metal_stack.png
Drawn at 2 px/um.
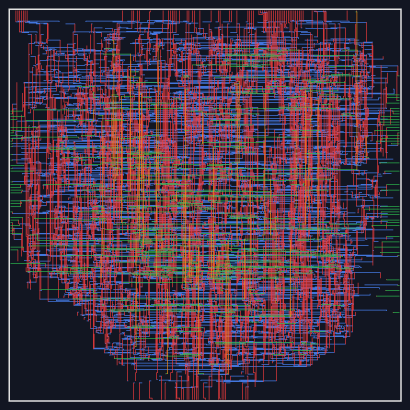
port_nets.png
Drawn at 2 px/um.
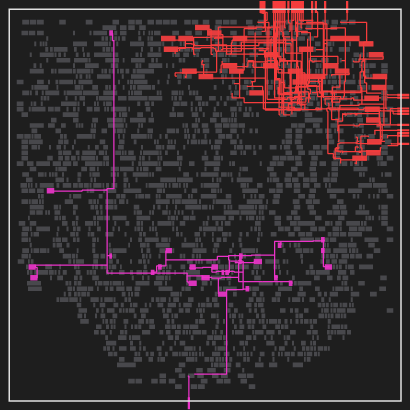
gate_families.png
Drawn at 2 px/um.
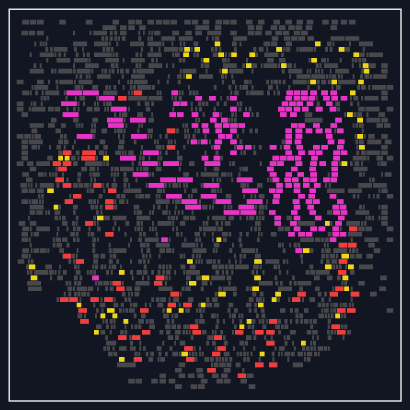
$ cat src/rtl/alzette_pkg.sv
// Shared types, rotation tables and rotate helper for the Alzette
// multi-cycle sequencer.
package alzette_pkg;

   typedef logic [31:0] word_t;

   typedef enum logic [1:0] {IDLE, RUN, DONE} state_t;

   // Rotation amounts per round, in encrypt order
   localparam logic [4:0] ROT_R [0:3] = '{5'd31, 5'd17, 5'd0,  5'd24};
   localparam logic [4:0] ROT_S [0:3] = '{5'd24, 5'd17, 5'd31, 5'd16};

   function automatic word_t ror32(input word_t v, input logic [4:0] n);
      logic [63:0] w;
      w = {v, v} >> n;
      return w[31:0];
   endfunction

endpackage

$ cat src/rtl/alzette_seq_if.sv
// Request/response handshake bundle between an Alzette client and the
// sequencer.
interface alzette_seq_if;
   import alzette_pkg::*;

   logic  req_valid;
   logic  req_ready;
   logic  req_dec;
   word_t req_x;
   word_t req_y;
   word_t req_c;
   logic  rsp_valid;
   logic  rsp_ready;
   word_t rsp_x;
   word_t rsp_y;

   modport master (
      output req_valid, req_dec, req_x, req_y, req_c, rsp_ready,
      input  req_ready, rsp_valid, rsp_x, rsp_y
   );

   modport slave (
      input  req_valid, req_dec, req_x, req_y, req_c, rsp_ready,
      output req_ready, rsp_valid, rsp_x, rsp_y
   );

endinterface

$ cat src/rtl/alzette_seq_step.sv
// One Alzette half-round (phase A or B) for encrypt or decrypt; purely
// combinational.
module alzette_step
   import alzette_pkg::*;
#(
   parameter bit DEC_EN = 1'b1
) (
   input  word_t      i_x,
   input  word_t      i_y,
   input  word_t      i_c,
   input  logic [4:0] i_r,
   input  logic [4:0] i_s,
   input  logic       i_dec,
   input  logic       i_phase,
   output word_t      o_x_nxt,
   output word_t      o_y_nxt
);

   word_t w_x1;
   assign w_x1 = i_x ^ i_c;

   // With DEC_EN=0 the decrypt branch is constant-false and the subtractor drops out
   always_comb begin
      o_x_nxt = i_x;
      o_y_nxt = i_y;
      if (DEC_EN && i_dec) begin
         if (!i_phase) begin
            o_y_nxt = i_y ^ ror32(w_x1, i_s);
            o_x_nxt = w_x1;
         end else begin
            o_x_nxt = i_x - ror32(i_y, i_r);
         end
      end else begin
         if (!i_phase) begin
            o_x_nxt = i_x + ror32(i_y, i_r);
         end else begin
            o_y_nxt = i_y ^ ror32(i_x, i_s);
            o_x_nxt = w_x1;
         end
      end
   end

endmodule

$ cat src/rtl/alzette_seq.sv
// Eight-cycle Alzette ARX-box sequencer: one shared step datapath driven
// by a 3-bit step counter, fed and drained through valid/ready.
module alzette_seq
   import alzette_pkg::*;
#(
   parameter bit DEC_EN = 1'b1
) (
   input  logic         cop_clk,
   input  logic         cop_rst,
   alzette_seq_if.slave bus,
   output logic         busy
);

   state_t     r_state;
   logic [2:0] r_step;
   word_t      r_x, r_y, r_c;
   logic       r_dec;
   logic       r_req_ready, r_rsp_valid, r_busy;

   logic [1:0] w_rnd;
   word_t      w_x_nxt, w_y_nxt;

   // Decrypt walks the rounds backwards
   assign w_rnd = r_dec ? (2'd3 - r_step[2:1]) : r_step[2:1];

   alzette_step #(.DEC_EN(DEC_EN)) u_step (
      .i_x     (r_x),
      .i_y     (r_y),
      .i_c     (r_c),
      .i_r     (ROT_R[w_rnd]),
      .i_s     (ROT_S[w_rnd]),
      .i_dec   (r_dec),
      .i_phase (r_step[0]),
      .o_x_nxt (w_x_nxt),
      .o_y_nxt (w_y_nxt)
   );

   always_ff @(posedge cop_clk) begin
      if (!cop_rst) begin
         r_state     <= IDLE;
         r_step      <= 3'd0;
         r_x         <= '0;
         r_y         <= '0;
         r_c         <= '0;
         r_dec       <= 1'b0;
         r_req_ready <= 1'b1;
         r_rsp_valid <= 1'b0;
         r_busy      <= 1'b0;
      end else begin
         case (r_state)
            IDLE: if (bus.req_valid) begin
               r_x         <= bus.req_x;
               r_y         <= bus.req_y;
               r_c         <= bus.req_c;
               r_dec       <= DEC_EN ? bus.req_dec : 1'b0;
               r_step      <= 3'd0;
               r_state     <= RUN;
               r_req_ready <= 1'b0;
               r_busy      <= 1'b1;
            end
            RUN: begin
               r_x    <= w_x_nxt;
               r_y    <= w_y_nxt;
               r_step <= r_step + 3'd1;
               if (r_step == 3'd7) begin
                  r_state     <= DONE;
                  r_busy      <= 1'b0;
                  r_rsp_valid <= 1'b1;
               end
            end
            DONE: if (bus.rsp_ready) begin
               r_state     <= IDLE;
               r_rsp_valid <= 1'b0;
               r_req_ready <= 1'b1;
            end
            default: r_state <= IDLE;
         endcase
      end
   end

   assign bus.req_ready = r_req_ready;
   assign bus.rsp_valid = r_rsp_valid;
   assign bus.rsp_x     = r_x;
   assign bus.rsp_y     = r_y;
   assign busy          = r_busy;

endmodule
$ cat src/flat_wrapper.sv
// flat-port wrapper written by rule: the top's interface ports become plain ports
module alzette_seq_flat import alzette_pkg::*;
#(
   parameter bit DEC_EN = 1'b1
)
  (cop_clk, cop_rst, busy, bus_req_valid, bus_req_dec, bus_req_x, bus_req_y, bus_req_c, bus_rsp_ready, bus_req_ready, bus_rsp_valid, bus_rsp_x, bus_rsp_y);
  alzette_seq_if bus_i ();
  input  logic cop_clk;
  input  logic cop_rst;
  output logic busy;
  input wire logic [$bits(bus_i.req_valid)-1:0] bus_req_valid;
  input wire logic [$bits(bus_i.req_dec)-1:0] bus_req_dec;
  input wire logic [$bits(bus_i.req_x)-1:0] bus_req_x;
  input wire logic [$bits(bus_i.req_y)-1:0] bus_req_y;
  input wire logic [$bits(bus_i.req_c)-1:0] bus_req_c;
  input wire logic [$bits(bus_i.rsp_ready)-1:0] bus_rsp_ready;
  output wire logic [$bits(bus_i.req_ready)-1:0] bus_req_ready;
  output wire logic [$bits(bus_i.rsp_valid)-1:0] bus_rsp_valid;
  output wire logic [$bits(bus_i.rsp_x)-1:0] bus_rsp_x;
  output wire logic [$bits(bus_i.rsp_y)-1:0] bus_rsp_y;
  assign bus_i.req_valid = bus_req_valid;
  assign bus_i.req_dec = bus_req_dec;
  assign bus_i.req_x = bus_req_x;
  assign bus_i.req_y = bus_req_y;
  assign bus_i.req_c = bus_req_c;
  assign bus_i.rsp_ready = bus_rsp_ready;
  assign bus_req_ready = bus_i.req_ready;
  assign bus_rsp_valid = bus_i.rsp_valid;
  assign bus_rsp_x = bus_i.rsp_x;
  assign bus_rsp_y = bus_i.rsp_y;
  alzette_seq #(.DEC_EN(DEC_EN)) u_core (.cop_clk(cop_clk), .cop_rst(cop_rst), .bus(bus_i), .busy(busy));
endmodule
$ cat config.mk
export PLATFORM = sky130hd
export DESIGN_NAME = alzette_seq_flat
export DESIGN_NICKNAME = d
export VERILOG_FILES = /design/src/rtl/alzette_pkg.sv /design/src/rtl/alzette_seq_if.sv /design/src/rtl/alzette_seq_step.sv /design/src/rtl/alzette_seq.sv /design/src/flat_wrapper.sv
export SDC_FILE = /design/constraint.sdc
export NUM_CORES = 1
export LEC_CHECK = 0
export CAP_MARGIN = 20
export CORE_MARGIN = 3
export CORE_UTILIZATION = 35
export DETAILED_ROUTE_END_ITERATION = 12
export GPL_TIMING_DRIVEN = 0
export SYNTH_ARGS = -nofsm -noshare
export SYNTH_HDL_FRONTEND = slang
export SYNTH_SLANG_ARGS = --single-unit
$ cat constraint.sdc
create_clock -name cop_clk -period 10.9 [get_ports cop_clk]
set_input_delay 1.635 -clock cop_clk [delete_from_list [all_inputs] [get_ports cop_clk]]
set_output_delay 1.635 -clock cop_clk [all_outputs]
set_load 0.03 [all_outputs]
==> reports/metrics.cfg <==
[worst_setup_path]
critPathTopFamily=buffers and inverters
critPathBufInv=8
crit_chain=buf_4 > buf_4 > buf_2 > buf_1 > xnor2_1 > ha_1 > buf_2 > buf_2 > clkbuf_1 > clkbuf_1 > mux2i_1 > mux2i_1 > ha_1 > a211oi_1 > o211ai_1 > a221oi_2 > a21oi_1 > o21ai_1 > a31oi_1 > o22ai_1 > mux2i_1 > a31oi_1
worst_ep_required_time_ps=11140
r2r-end=u_core.bus.rsp_x[31]$_SDFFE_PN0P_
reg2reg_setup_slack_ps=3080
path_class=reg -> reg
crit_start=u_core.r_dec$_SDFFE_PN0P_
worstRegToRegCells=22

[power]
p_seq_frac=0.235
combinationalPowerShare=0.606
intPower_uw=1060
pg_clk_uw=342
swShare=0.5086
peakVddDrop_v=0.00008099
power_uw=2158
pg_comb_uw=1310
powerDensity_nw_per_um2=143.3
p_sw_uw=1097
top_power_group=combinational logic

[final_timing]
setup_tns_ps=0
finalHoldViolations=0
slew_violations=0
min_period_ps=7824
setup_ws_ps=3076
worst_pin_slew_ps=1165
slew_headroom=0.2208
holdWs_ps=493.2

[placed_design]
dp_hpwl_um=48690
io_buffers=167
place_congestion=1.036
place_ws_ps=3385

[synthesis]
syn_inst=1708
simple_gate_area_frac=0.1830
synth-edff-count=0
area_leaders=dfxtp_1, mux2i_1, ha_1
largest_area_cell=dfxtp_1
yosys_area_um2=12520
ys_cells=1708
syn_area_um2=12520
synth.area.mux_share=0.1906
ys_sh_adder=0.07117
ff_type=dfxtp_1
ys_top_logic_family=AND-OR/OR-AND gates
ys_types=78
postSynthSeqShare=0.1679
ys.flops=105

[finish]
mostFrequentLayoutCell=nor2_1
flop_area_um2=2102
fill_cells=3688
lay_top_cells=nor2_1, nand2_1, clkdlybuf4s50_1
final-comb-area_um2=9643
syn_to_final_growth_pct=20.31
fin_nets=2060

[global_routing]
antenna_found_initial=1
use_met1=0.4153
grt_pass1_vias=13650
use_met2=0.4863

[floorplan]
ios=168
die-width_um=195.1
row_count=68
chip_area_um2=38070
die_y_um=195.1
core_area_um2=34880

[routing]
drcViolationCount=0
firstDrtPassIters=6

[outcome]
status=finished clean

[clock_network]
cts_max_level=3
clock_sinks=105
path_clk_slew_ps=80
tritoncts=built
root_buffer=clkbuf_16
ctsResizeCount=0

[min_path]
whs_endpoint=u_core.busy$_SDFFE_PN0P_
hp-class=reg -> reg

[job]
tool_warnings=60
maxCapViolations=0

## Picture notes: metal_stack.png
legend:
  met4:
    color: orange
    wire_length: 2100 um
  met2:
    color: red
    wire_length: 27.0 mm
  met3:
    color: green
    wire_length: 5110 um
  met1:
    color: blue
    wire_length: 25.7 mm
GRT Overall Usage: 0.3032
Routed Wire Length: 59920 um
WL per Instance: 25.50 um

## Picture notes: port_nets.png
legend:
  `cop_rst`:
    color: magenta
    bits: 1
    direction: input
    edge: south
    end_cells: 25
    wire: 609 um
  `bus_rsp_y`:
    color: red
    bits: 32
    direction: output
    edge: 22 north, 10 east
    end_cells: 32
    wire: 2710 um

## Picture notes: gate_families.png
legend:
  adder and majority cells:
    color: red
    cells: 70
    most_used: ha_1
  AND-OR and OR-AND gates:
    color: yellow
    cells: 71
    most_used: a22o_1
    where: widely spread
  multiplexers:
    color: magenta
    cells: 198
    most_used: mux2i_1
multi-input gate share of total cell area: 0.6403
Finished Layout Cells: 2350

[final cells by class]
class	instances	area share
multi-input combinational	1407	0.6403
tap	455	0.03780
clock inverter	7	0.003988
timing repair buffer	170	0.1119
inverter	67	0.01670
sequential	105	0.1396
clock buffer	9	0.01496
antenna	1	0.0001662
buffer	129	0.03456
[Yosys cell counts, types with 6 or more instances]
library cell	n
a22oi_1	34
mux2i_1	163
o21bai_1	18
o211ai_1	14
nand2b_1	6
a21oi_1	146
o221ai_1	8
nor2b_1	13
or3_1	7
inv_2	7
nand2_1	216
and3_1	8
inv_1	60
a22o_1	29
xnor2_1	43
nor2_1	226
buf_1	20
nor3_1	17
o21ai_0	95
nor4_1	6
o22ai_1	9
o311ai_0	14
ha_1	68
a21o_1	10
o31ai_1	7
a211oi_1	13
buf_2	17
o21a_1	10
o311ai_1	20
dfxtp_1	105
a311oi_1	10
o21ai_1	20
a31oi_1	17
mux4_2	32
clkbuf_1	88
nand3_1	28
xor2_1	24
[registers in the layout (all words and copies together), names as in the netlist]
| name | cells |
|---|---|
| u_core.bus.req_ready | 1 |
| u_core.bus.rsp_valid | 1 |
| u_core.bus.rsp_x | 32 |
| u_core.bus.rsp_y | 32 |
| u_core.busy | 1 |
| u_core.r_c | 32 |
| u_core.r_dec | 1 |
| u_core.r_state | 2 |
| u_core.r_step | 3 |
[layer usage]
layer	wire length (um)	share of wire
met1	25710	0.43
met2	27000	0.45
met3	5106	0.085
met4	2100	0.035
met5	0	0
[stage by stage]
stage | cell area (um2) | utilization
floorplan | 12520 | -
global placement | 14760 | 0.4231
detailed placement | 14760 | 0.4232
CTS | 15050 | 0.4313
global route | 15060 | 0.4316
finish | 15060 | 0.4317
